$ cat config.mk
export PLATFORM = sky130hd
export DESIGN_NAME = tag_sysid_probe
export DESIGN_NICKNAME = d
export VERILOG_FILES = /design/src/rtl/tag_sysid_pkg.sv /design/src/rtl/tag_sysid_probe.sv
export SDC_FILE = /design/constraint.sdc
export NUM_CORES = 1
export LEC_CHECK = 0
export CAP_MARGIN = 20
export CORE_UTILIZATION = 45
export CTS_BUF_LIST = sky130_fd_sc_hd__clkbuf_4 sky130_fd_sc_hd__clkbuf_8
export DETAILED_ROUTE_END_ITERATION = 12
export GPL_ROUTABILITY_DRIVEN = 1
export PLACE_DENSITY = 0.85
export SLEW_MARGIN = 20
export SYNTH_ARGS = -nofsm -noshare
export SYNTH_HDL_FRONTEND = slang
export SYNTH_SLANG_ARGS = --single-unit
$ cat constraint.sdc
create_clock -name clock -period 5.4 [get_ports clock]
set_clock_uncertainty 0.15 [all_clocks]
set_input_delay 0.54 -clock clock [delete_from_list [all_inputs] [get_ports clock]]
set_output_delay 0.54 -clock clock [all_outputs]
set_load 0.02 [all_outputs]
$ cat src/rtl/tag_sysid_pkg.sv
// Shared definitions for the system ID probe: FSM states, sysid word
// addresses and the default build-time expected values.
package tag_sysid_pkg;

  // Probe FSM states.
  typedef enum logic [1:0] {
    ST_IDLE  = 2'd0,
    ST_RD_ID = 2'd1,
    ST_RD_TS = 2'd2,
    ST_DONE  = 2'd3
  } state_e;

  // Word addresses within the sysid slave.
  localparam logic SYSID_ADDR_ID = 1'b0;
  localparam logic SYSID_ADDR_TS = 1'b1;

  // Default values the bitstream is expected to report.
  localparam logic [31:0] DEF_EXPECTED_ID    = 32'h0000_0000;
  localparam logic [31:0] DEF_EXPECTED_TS    = 32'h606F_A015;
  localparam int unsigned DEF_TIMEOUT_CYCLES = 32'd255;

  // Full 32-bit inequality; no bits are masked out of the compare.
  function automatic logic word_mismatch(input logic [31:0] got, input logic [31:0] want);
    return (got != want);
  endfunction

endpackage

$ cat src/rtl/tag_sysid_probe.sv
// Avalon-MM read master that reads sysid word 0 (ID) and word 1 (build
// timestamp) back to back, compares them with build-time values and keeps
// sticky pass/fail/timeout status. Launches on request or once after reset.
module tag_sysid_probe
  import tag_sysid_pkg::*;
#(
  parameter logic [31:0] EXPECTED_ID    = DEF_EXPECTED_ID,
  parameter logic [31:0] EXPECTED_TS    = DEF_EXPECTED_TS,
  parameter int unsigned TIMEOUT_CYCLES = DEF_TIMEOUT_CYCLES,
  parameter bit          AUTO_START     = 1'b1
) (
  input  logic        clock,
  input  logic        reset_n,
  input  logic        start,
  output logic        avm_address,
  output logic        avm_read,
  input  logic [31:0] avm_readdata,
  input  logic        avm_waitrequest,
  output logic        busy,
  output logic        done,
  output logic        pass,
  output logic        id_mismatch,
  output logic        ts_mismatch,
  output logic        timeout,
  output logic [31:0] id_value,
  output logic [31:0] ts_value
);

  localparam logic [15:0] TIMEOUT_LIM = 16'(TIMEOUT_CYCLES);

  state_e      state_q, state_d;
  logic [15:0] cnt_q, cnt_d;
  logic        auto_q, auto_d;
  logic        read_q, read_d;
  logic        addr_q, addr_d;
  logic        busy_q, busy_d;
  logic        done_q, done_d;
  logic        pass_q, pass_d;
  logic        idm_q, idm_d;
  logic        tsm_q, tsm_d;
  logic        to_q, to_d;
  logic [31:0] id_q, id_d;
  logic [31:0] ts_q, ts_d;
  logic        id_bad_s;
  logic        ts_bad_s;

  assign id_bad_s = word_mismatch(avm_readdata, EXPECTED_ID);
  assign ts_bad_s = word_mismatch(avm_readdata, EXPECTED_TS);

  // Next-state logic: launch, read sequencing, stall counting and abort.
  always_comb begin
    state_d = state_q;
    cnt_d   = cnt_q;
    auto_d  = auto_q;
    read_d  = read_q;
    addr_d  = addr_q;
    busy_d  = busy_q;
    done_d  = done_q;
    pass_d  = pass_q;
    idm_d   = idm_q;
    tsm_d   = tsm_q;
    to_d    = to_q;
    id_d    = id_q;
    ts_d    = ts_q;
    case (state_q)
      ST_IDLE: begin
        // A pending auto-start and a coincident start pulse are one launch.
        if (start || auto_q) begin
          state_d = ST_RD_ID;
          auto_d  = 1'b0;
          cnt_d   = 16'd0;
          read_d  = 1'b1;
          addr_d  = SYSID_ADDR_ID;
          busy_d  = 1'b1;
          done_d  = 1'b0;
          pass_d  = 1'b0;
          idm_d   = 1'b0;
          tsm_d   = 1'b0;
          to_d    = 1'b0;
        end else begin
          read_d  = 1'b0;
        end
      end
      ST_RD_ID, ST_RD_TS: begin
        if (cnt_q == TIMEOUT_LIM) begin
          // Read was already withdrawn last edge; finish as an abort and
          // leave the captured word and its mismatch flag untouched.
          state_d = ST_DONE;
          read_d  = 1'b0;
          busy_d  = 1'b0;
          done_d  = 1'b1;
          pass_d  = 1'b0;
          to_d    = 1'b1;
        end else if (!avm_waitrequest) begin
          if (state_q == ST_RD_ID) begin
            id_d    = avm_readdata;
            idm_d   = id_bad_s;
            cnt_d   = 16'd0;
            addr_d  = SYSID_ADDR_TS;
            state_d = ST_RD_TS;
          end else begin
            ts_d    = avm_readdata;
            tsm_d   = ts_bad_s;
            read_d  = 1'b0;
            busy_d  = 1'b0;
            done_d  = 1'b1;
            pass_d  = !idm_q && !ts_bad_s;
            state_d = ST_DONE;
          end
        end else begin
          // Stalled: address and read stay put until the limit is hit.
          cnt_d = cnt_q + 16'd1;
          if (cnt_d == TIMEOUT_LIM) begin
            read_d = 1'b0;
          end else begin
            read_d = read_q;
          end
        end
      end
      ST_DONE: begin
        state_d = ST_IDLE;
      end
      default: begin
        state_d = ST_IDLE;
        read_d  = 1'b0;
        busy_d  = 1'b0;
      end
    endcase
  end

  // State and output registers with synchronous active-low reset.
  always_ff @(posedge clock) begin
    if (!reset_n) begin
      state_q <= ST_IDLE;
      cnt_q   <= 16'd0;
      auto_q  <= AUTO_START;
      read_q  <= 1'b0;
      addr_q  <= SYSID_ADDR_ID;
      busy_q  <= 1'b0;
      done_q  <= 1'b0;
      pass_q  <= 1'b0;
      idm_q   <= 1'b0;
      tsm_q   <= 1'b0;
      to_q    <= 1'b0;
      id_q    <= 32'd0;
      ts_q    <= 32'd0;
    end else begin
      state_q <= state_d;
      cnt_q   <= cnt_d;
      auto_q  <= auto_d;
      read_q  <= read_d;
      addr_q  <= addr_d;
      busy_q  <= busy_d;
      done_q  <= done_d;
      pass_q  <= pass_d;
      idm_q   <= idm_d;
      tsm_q   <= tsm_d;
      to_q    <= to_d;
      id_q    <= id_d;
      ts_q    <= ts_d;
    end
  end

  assign avm_address = addr_q;
  assign avm_read    = read_q;
  assign busy        = busy_q;
  assign done        = done_q;
  assign pass        = pass_q;
  assign id_mismatch = idm_q;
  assign ts_mismatch = tsm_q;
  assign timeout     = to_q;
  assign id_value    = id_q;
  assign ts_value    = ts_q;

endmodule

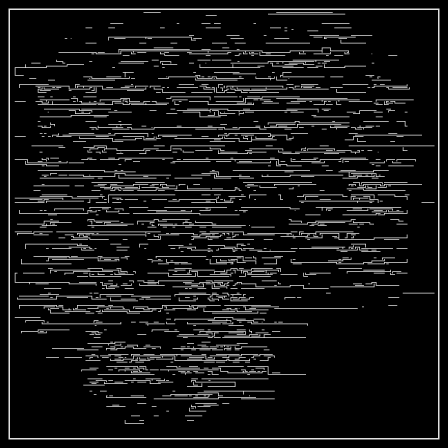
(run_1/layer_met1.png)
share of all routed wire	43%
main direction	horizontal
met1 GRT Util: 0.311
Total Wirelength: 10.8 mm
vias: 3886

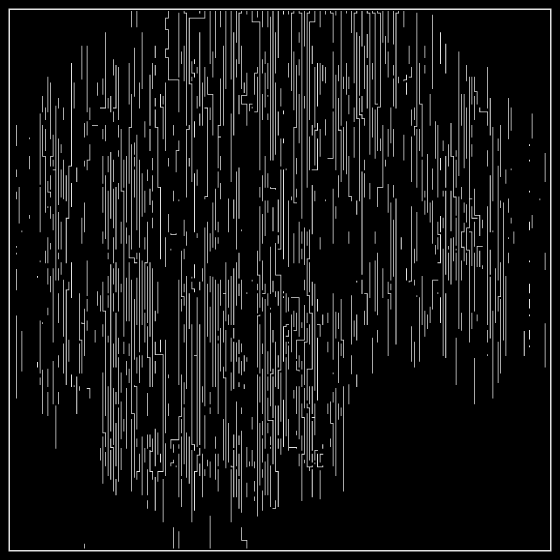
(run_1/layer_met2.png)
share of all routed wire	48%
nets with wire on the layer	528
wire length on this layer	5130 um
longest straight run	36.0 um
main direction	vertical
routing usage on met2: 0.399

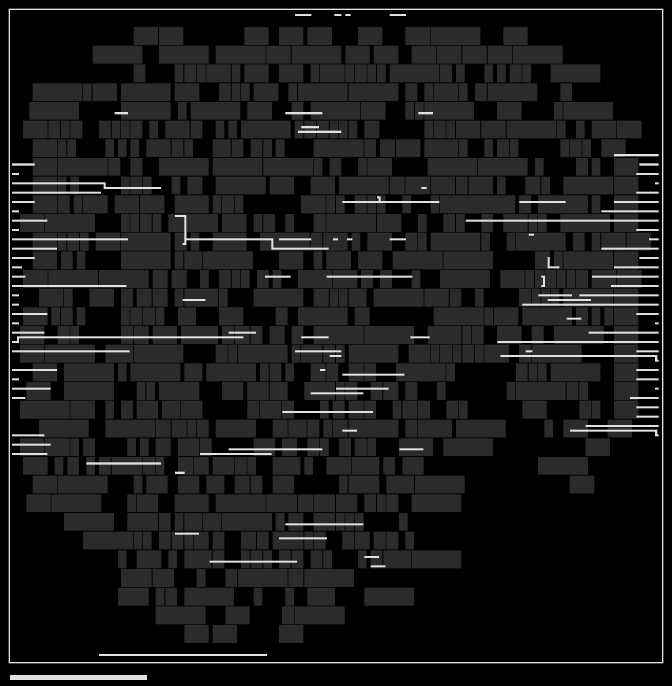
(run_1/layer_met3.png)
Bar = 20 um. Cells faint in the background.
nets with wire on the layer	90
wire length on this layer	680 um
met3 usage: 0.0395

==> deck_impl_summary.md, run 1 <==
Synthesis and Place & Route Summary

Status
  • Run status: finished clean

Finish
  • Most common logic cell in the routed design: nand2_1
  • Flop share of the area: 0.352
  • Clock Network Area Fraction: 0.0394
  • Combinational share of cell area: 0.365
  • Design Area, Final: 5180 um2
  • Mi-comb count: 367
  • Final cell count without fillers: 698
  • ANT cells: 0
  • Final core occ: 0.624
  • Biggest Area Class: multi-input combinational cells
  • Clkbuf count: 10

Global routing
  • Vias in the first global route: 3584
  • Initial antenna violation count: 0
  • Maximum number of pins on one net before global-route repair: 52
  • Global-route wire length before repair: 17.1 mm

Setup path
  • CP max-delay cell: ha_1
  • WP depth: 7
  • Critical path launch point: state_q[1]
  • FF-to-FF End: cnt_q[12]
  • CP endpoint kind: flip-flop
  • WS Path Type: flip-flop to flip-flop
  • R2R depth: 7
  • Critical Path, Cell by Cell: inv_1, ha_1, nand2_1, a21oi_4, nand2_1, or3_1, a21oi_1
  • Buf+Inv Stages, Crit Path: 1
  • Crit path top cell by count: nand2_1
  • Worst path top cell family by delay: simple AND/OR/NAND/NOR gates
  • Maximum fanout along the worst path: 14
  • Largest stage delay, worst path: 0.59 ns
  • CP Launch Type: flip-flop

CTS
  • Late-Pin Clk Latency: 0.35 ns
  • Largest buffer count on any clock path: 2
  • CTS Buf Count: 9
  • CTS sink cnt: 91
  • Hold_buf cts: 0
  • Clock slew seen by the registers of the worst setup and hold paths: 0.09 ns
  • TritonCTS clock tree: built
  • Root buffer cell: clkbuf_8
  • H-tree levels: 3

STA
  • Tightest Pin Transition: 0.872 ns
  • Slew margin rel.: 0.418
  • Unrepaired setup endpoints after global routing: no
  • Hold Worst Slack: 0.308 ns
  • Final Hold Fails: 0
  • Fin crit share: 0.542
  • Fin crit period: 2.93 ns
  • Fin worst setup slack: 2.47 ns

Synth
  • Synth flops: 91
  • Mapped cell area: 3880 um2
  • YS chip area: 3880 um2
  • Top cells by count, synth: nand2_1, dfxtp_1, a21oi_1
  • Instance tally after logic synthesis: 496
  • # Cells Yosys: 496
  • Net Count, Synth: 538
  • Synth Seq Share: 0.469
  • Post-synthesis xor/xnor area fraction: 0.00902
  • Ys flop type: dfxtp_1
  • And+or+nand+nor area frac: 0.271
  • Largest area contributor in the netlist: dfxtp_1
  • Top-count cell post-synth: nand2_1
  • Number of enable flip-flop cells: 0
  • Area fraction in mux cells: 0.00805
  • Distinct cells, synth: 44
  • Ranking of synthesized cells by area: dfxtp_1, nand2_1, a21oi_1
  • Synth warn: 0

Floorplanning
  • Tapcells inserted: 105
  • Boundary Pins: 108
  • Chip Area: 9010 um2

Pwr
  • Flop pwr share: 0.368
  • Logic pwr share: 0.431
  • P_seq: 0.859 mW
  • Clock Power Share: 0.202
  • Clk power: 0.471 mW
  • VDD IR max: 0.000382 V
  • Net Sw Frac: 0.406
  • Leak: 1.73 nW

Routing
  • DR pass1 iterations: 5
  • Vias per cell: 5.57
  • Top Layer Used: met4
  • 1st-iter DRT viols: 357
  • Mean routed wirelength per cell: 15.5 um
  • DRC viols: 0

Worst hold path
  • Worst Hold Depth: 2
  • Hold EP: ts_value[31]
  • HP Start: ts_value[31]

Placed design
  • Final GP Congestion: 0.891
  • Pre-CTS setup slack: 2.25 ns

Flow run
  • Max_cap viols: 0
  • Tool warnings: 30
--- run 2 (diff from run 1) ---
PLACE_DENSITY = 0.88   (was 0.85)
clock period = 2.4 ns   (was 5.4 ns; I/O delays follow)
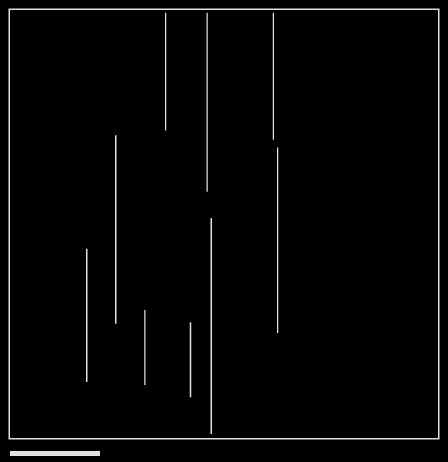
(run_2/layer_met4.png)
Bar = 20 um.
main direction	vertical
nets with wire on the layer	8
longest straight run	47.6 um
vias: 4054
Total Wirelength: 11.6 mm

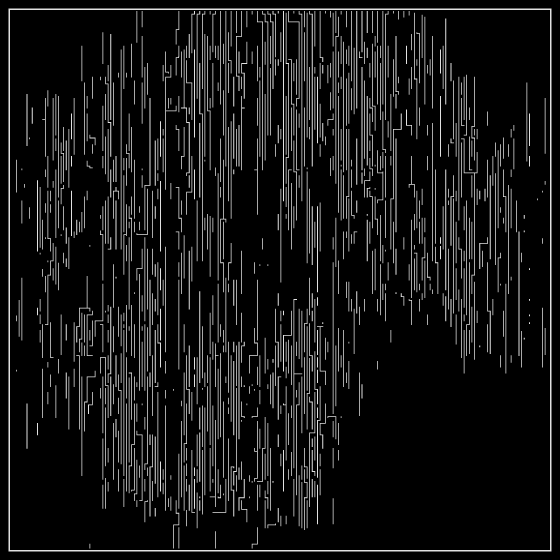
(run_2/layer_met2.png)
longest straight run	35.0 um
main direction	vertical
share of all routed wire	49%
nets with wire on the layer	569
wire length on this layer	5650 um
routing usage on met2: 0.444

==> run 2 against run 1 <==
  * Sequential share of layout area fell by 2.1 points
  * Largest power group unchanged
  * Synthesized cell count stayed put
  * Sequential cell count stayed put
  * Maximum frequency is 28% higher
  * Critical path depth is 1 higher
  * Routed wire length rose by 7.3%
  * Core utilization increased by 4.0 points
  * Design area grew 6.4%
  * Register-to-register slack got worse by 2.4 ns
  * Clock power is 150% higher
  * Highest routed layer unchanged
==> deck_impl_summary.md, run 2 <==
Synthesis and Place & Route Summary

Status
  • Run status: finished clean

Synth
  • Ranking of synthesized cells by area: dfxtp_1, nand2_1, a21oi_1
  • Distinct cells, synth: 44 (unchanged)
  • Top cells by count, synth: nand2_1, dfxtp_1, a21oi_1
  • Post-synthesis xor/xnor area fraction: 0.00902 (unchanged)
  • Area fraction in mux cells: 0.00805 (unchanged)
  • Largest area contributor in the netlist: dfxtp_1
  • # Cells Yosys: 496 (unchanged)
  • Top-count cell post-synth: nand2_1
  • Net Count, Synth: 538 (unchanged)
  • Synth Seq Share: 0.469 (unchanged)
  • Synth flops: 91 (unchanged)
  • Ys flop type: dfxtp_1
  • Instance tally after logic synthesis: 496 (unchanged)

CTS
  • H-tree levels: 3 (unchanged)
  • Root buffer cell: clkbuf_8
  • Largest buffer count on any clock path: 2 (unchanged)
  • CTS Buf Count: 9 (unchanged)
  • Hold_buf cts: 0 (unchanged)
  • TritonCTS clock tree: built

Finish
  • Clock Network Area Fraction: 0.0404 (+0.00103)
  • Final core occ: 0.664 (+0.0401)
  • Biggest Area Class: multi-input combinational cells
  • Combinational share of cell area: 0.347 (-0.0182)
  • Design Area, Final: 5510 um2 (+6.4%)
  • Final cell count without fillers: 724 (+3.7%)
  • Most common logic cell in the routed design: nand2_1
  • ANT cells: 0 (unchanged)
  • Flop share of the area: 0.331 (-0.0208)
  • Clkbuf count: 10 (unchanged)
  • Mi-comb count: 367 (unchanged)

Placed design
  • Final GP Congestion: 0.908 (+1.9%)

Routing
  • Top Layer Used: met4
  • 1st-iter DRT viols: 253 (-29%)
  • DR pass1 iterations: 6 (+1)
  • Vias per cell: 5.60 (+0.58%)
  • Mean routed wirelength per cell: 16.0 um (+3.5%)
  • DRC viols: 0 (unchanged)

Global routing
  • Met3 usage: 0.0467 (+0.00725)
  • Global-route wire length before repair: 18.3 mm (+7.0%)
  • Maximum number of pins on one net before global-route repair: 37 (-29%)
  • Vias in the first global route: 3826 (+6.8%)

Pwr
  • Clk power: 1.16 mW (+150%)
  • Clock Power Share: 0.204 (+0.002)
  • P_seq: 1.94 mW (+130%)
  • VDD IR max: 0.000824 V (+120%)

STA
  • Hold Worst Slack: 0.308 ns (+0.000609 ns)
  • Fin worst setup slack: 0.110 ns (-2.36 ns)
  • Tightest Pin Transition: 0.730 ns (-0.141 ns)
  • Fin crit share: 0.954 (+0.412)
  • Slew margin rel.: 0.513 (+0.0944)
  • Final Hold Fails: 0 (unchanged)

Setup path
  • Largest stage delay, worst path: 0.41 ns (-0.18 ns)
  • Worst path top cell family by delay: simple AND/OR/NAND/NOR gates
  • CP endpoint kind: flip-flop
  • Maximum fanout along the worst path: 9 (-5)
  • CP max-delay cell: ha_1
  • Critical Path, Cell by Cell: inv_1, ha_1, buf_4, nand2_1, a21oi_4, nand2_1, or3_1, a21oi_1
  • Buf+Inv Stages, Crit Path: 2 (+1)
  • WP depth: 8 (+1)
  • WS Path Type: flip-flop to flip-flop

Worst hold path
  • Worst Hold Depth: 2 (unchanged)
  • HP Start: id_value[12]

Floorplanning
  • Boundary Pins: 108 (unchanged)
  • Tapcells inserted: 105 (unchanged)
--- run 3 (diff from run 2) ---
SLEW_MARGIN = 15   (was 20)
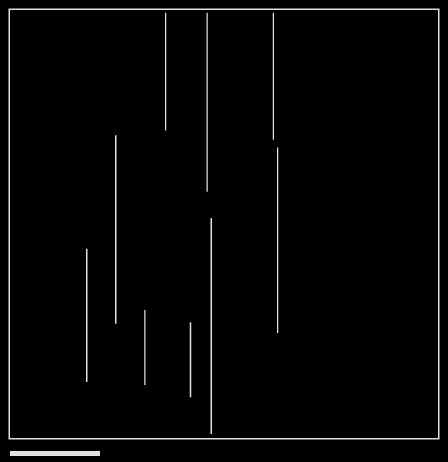
(run_3/layer_met4.png)
Bar = 20 um.
wire length on this layer	285 um
nets with wire on the layer	8

==> run 3 against run 2 <==
  * Core utilization did not move
  * Critical path type unchanged
  * Highest routed layer unchanged
  * Critical endpoint unchanged
  * Routed wire length is the same
  * Total power is the same
  * Design area stayed put
  * Register-to-register slack barely moved
  * Clock power barely moved
  * Global-route usage unchanged
  * First-iteration DRC count did not move
==> deck_impl_summary.md, run 3 <==
Synthesis and Place & Route Summary

Routing
  • Mean routed wirelength per cell: 16.0 um (unchanged)
  • Vias per cell: 5.60 (unchanged)
  • 1st-iter DRT viols: 253 (unchanged)
  • DRC viols: 0 (unchanged)
  • DR pass1 iterations: 6 (unchanged)
  • Vias: 4054 (unchanged)
  • Top Layer Used: met4

Setup path
  • Critical Path, Cell by Cell: inv_1, ha_1, buf_4, nand2_1, a21oi_4, nand2_1, or3_1, a21oi_1
  • CP max-delay cell: ha_1
  • WS Path Type: flip-flop to flip-flop
  • CP endpoint kind: flip-flop
  • WP depth: 8 (unchanged)
  • Largest stage delay, worst path: 0.41 ns (about the same)
  • Worst path top cell family by delay: simple AND/OR/NAND/NOR gates
  • Maximum fanout along the worst path: 9 (unchanged)

Pwr
  • Clock Power Share: 0.204 (about the same)
  • Biggest consumer: combinational cells
  • P_seq: 1.94 mW (about the same)
  • VDD IR max: 0.000824 V (unchanged)

Synth
  • Top cells by count, synth: nand2_1, dfxtp_1, a21oi_1
  • Synth Seq Share: 0.469 (unchanged)
  • Post-synthesis xor/xnor area fraction: 0.00902 (unchanged)
  • Instance tally after logic synthesis: 496 (unchanged)
  • Synth flops: 91 (unchanged)
  • Largest area contributor in the netlist: dfxtp_1
  • Area fraction in mux cells: 0.00805 (unchanged)
  • Ys flop type: dfxtp_1
  • Top-count cell post-synth: nand2_1
  • # Cells Yosys: 496 (unchanged)
  • Net Count, Synth: 538 (unchanged)

Finish
  • Clock Network Area Fraction: 0.0404 (unchanged)
  • Flop share of the area: 0.331 (unchanged)
  • Final cell count without fillers: 724 (unchanged)
  • Most common logic cell in the routed design: nand2_1
  • Combinational share of cell area: 0.347 (unchanged)
  • Biggest Area Class: multi-input combinational cells
  • Final core occ: 0.664 (unchanged)
  • Design Area, Final: 5510 um2 (unchanged)
  • Clkbuf count: 10 (unchanged)
  • ANT cells: 0 (unchanged)
  • Mi-comb count: 367 (unchanged)

CTS
  • CTS Buf Count: 9 (unchanged)
  • Clock slew seen by the registers of the worst setup and hold paths: 0.09 ns
  • TritonCTS clock tree: built
  • Hold_buf cts: 0 (unchanged)
  • Largest buffer count on any clock path: 2 (unchanged)
  • Root buffer cell: clkbuf_8
  • H-tree levels: 3 (unchanged)

Global routing
  • Routing usage on met2: 0.444 (unchanged)
  • Global-route wire length before repair: 18.3 mm (unchanged)
  • Met3 usage: 0.0467 (unchanged)
  • Maximum number of pins on one net before global-route repair: 37 (unchanged)
  • Vias in the first global route: 3826 (unchanged)

STA
  • Tightest Pin Transition: 0.730 ns (unchanged)
  • Slew margin rel.: 0.513 (unchanged)
  • Hold Worst Slack: 0.308 ns (unchanged)

Worst hold path
  • Worst Hold Depth: 2 (unchanged)
  • HP Start: id_value[12]

Status
  • Run status: finished clean

Floorplanning
  • Boundary Pins: 108 (unchanged)
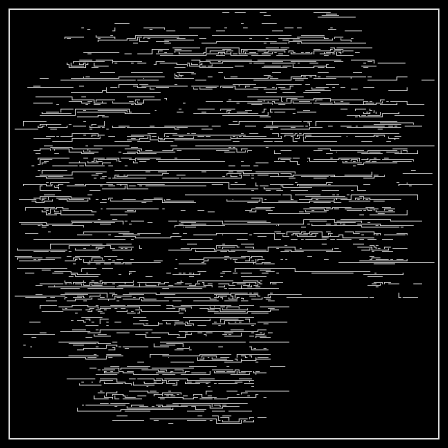
(run_3/layer_met1.png)
wire length on this layer	4900 um
main direction	horizontal
share of all routed wire	42%
nets with wire on the layer	567
longest straight run	52.9 um
met1 GRT Util: 0.321

Power and IR drop assume default switching activity.
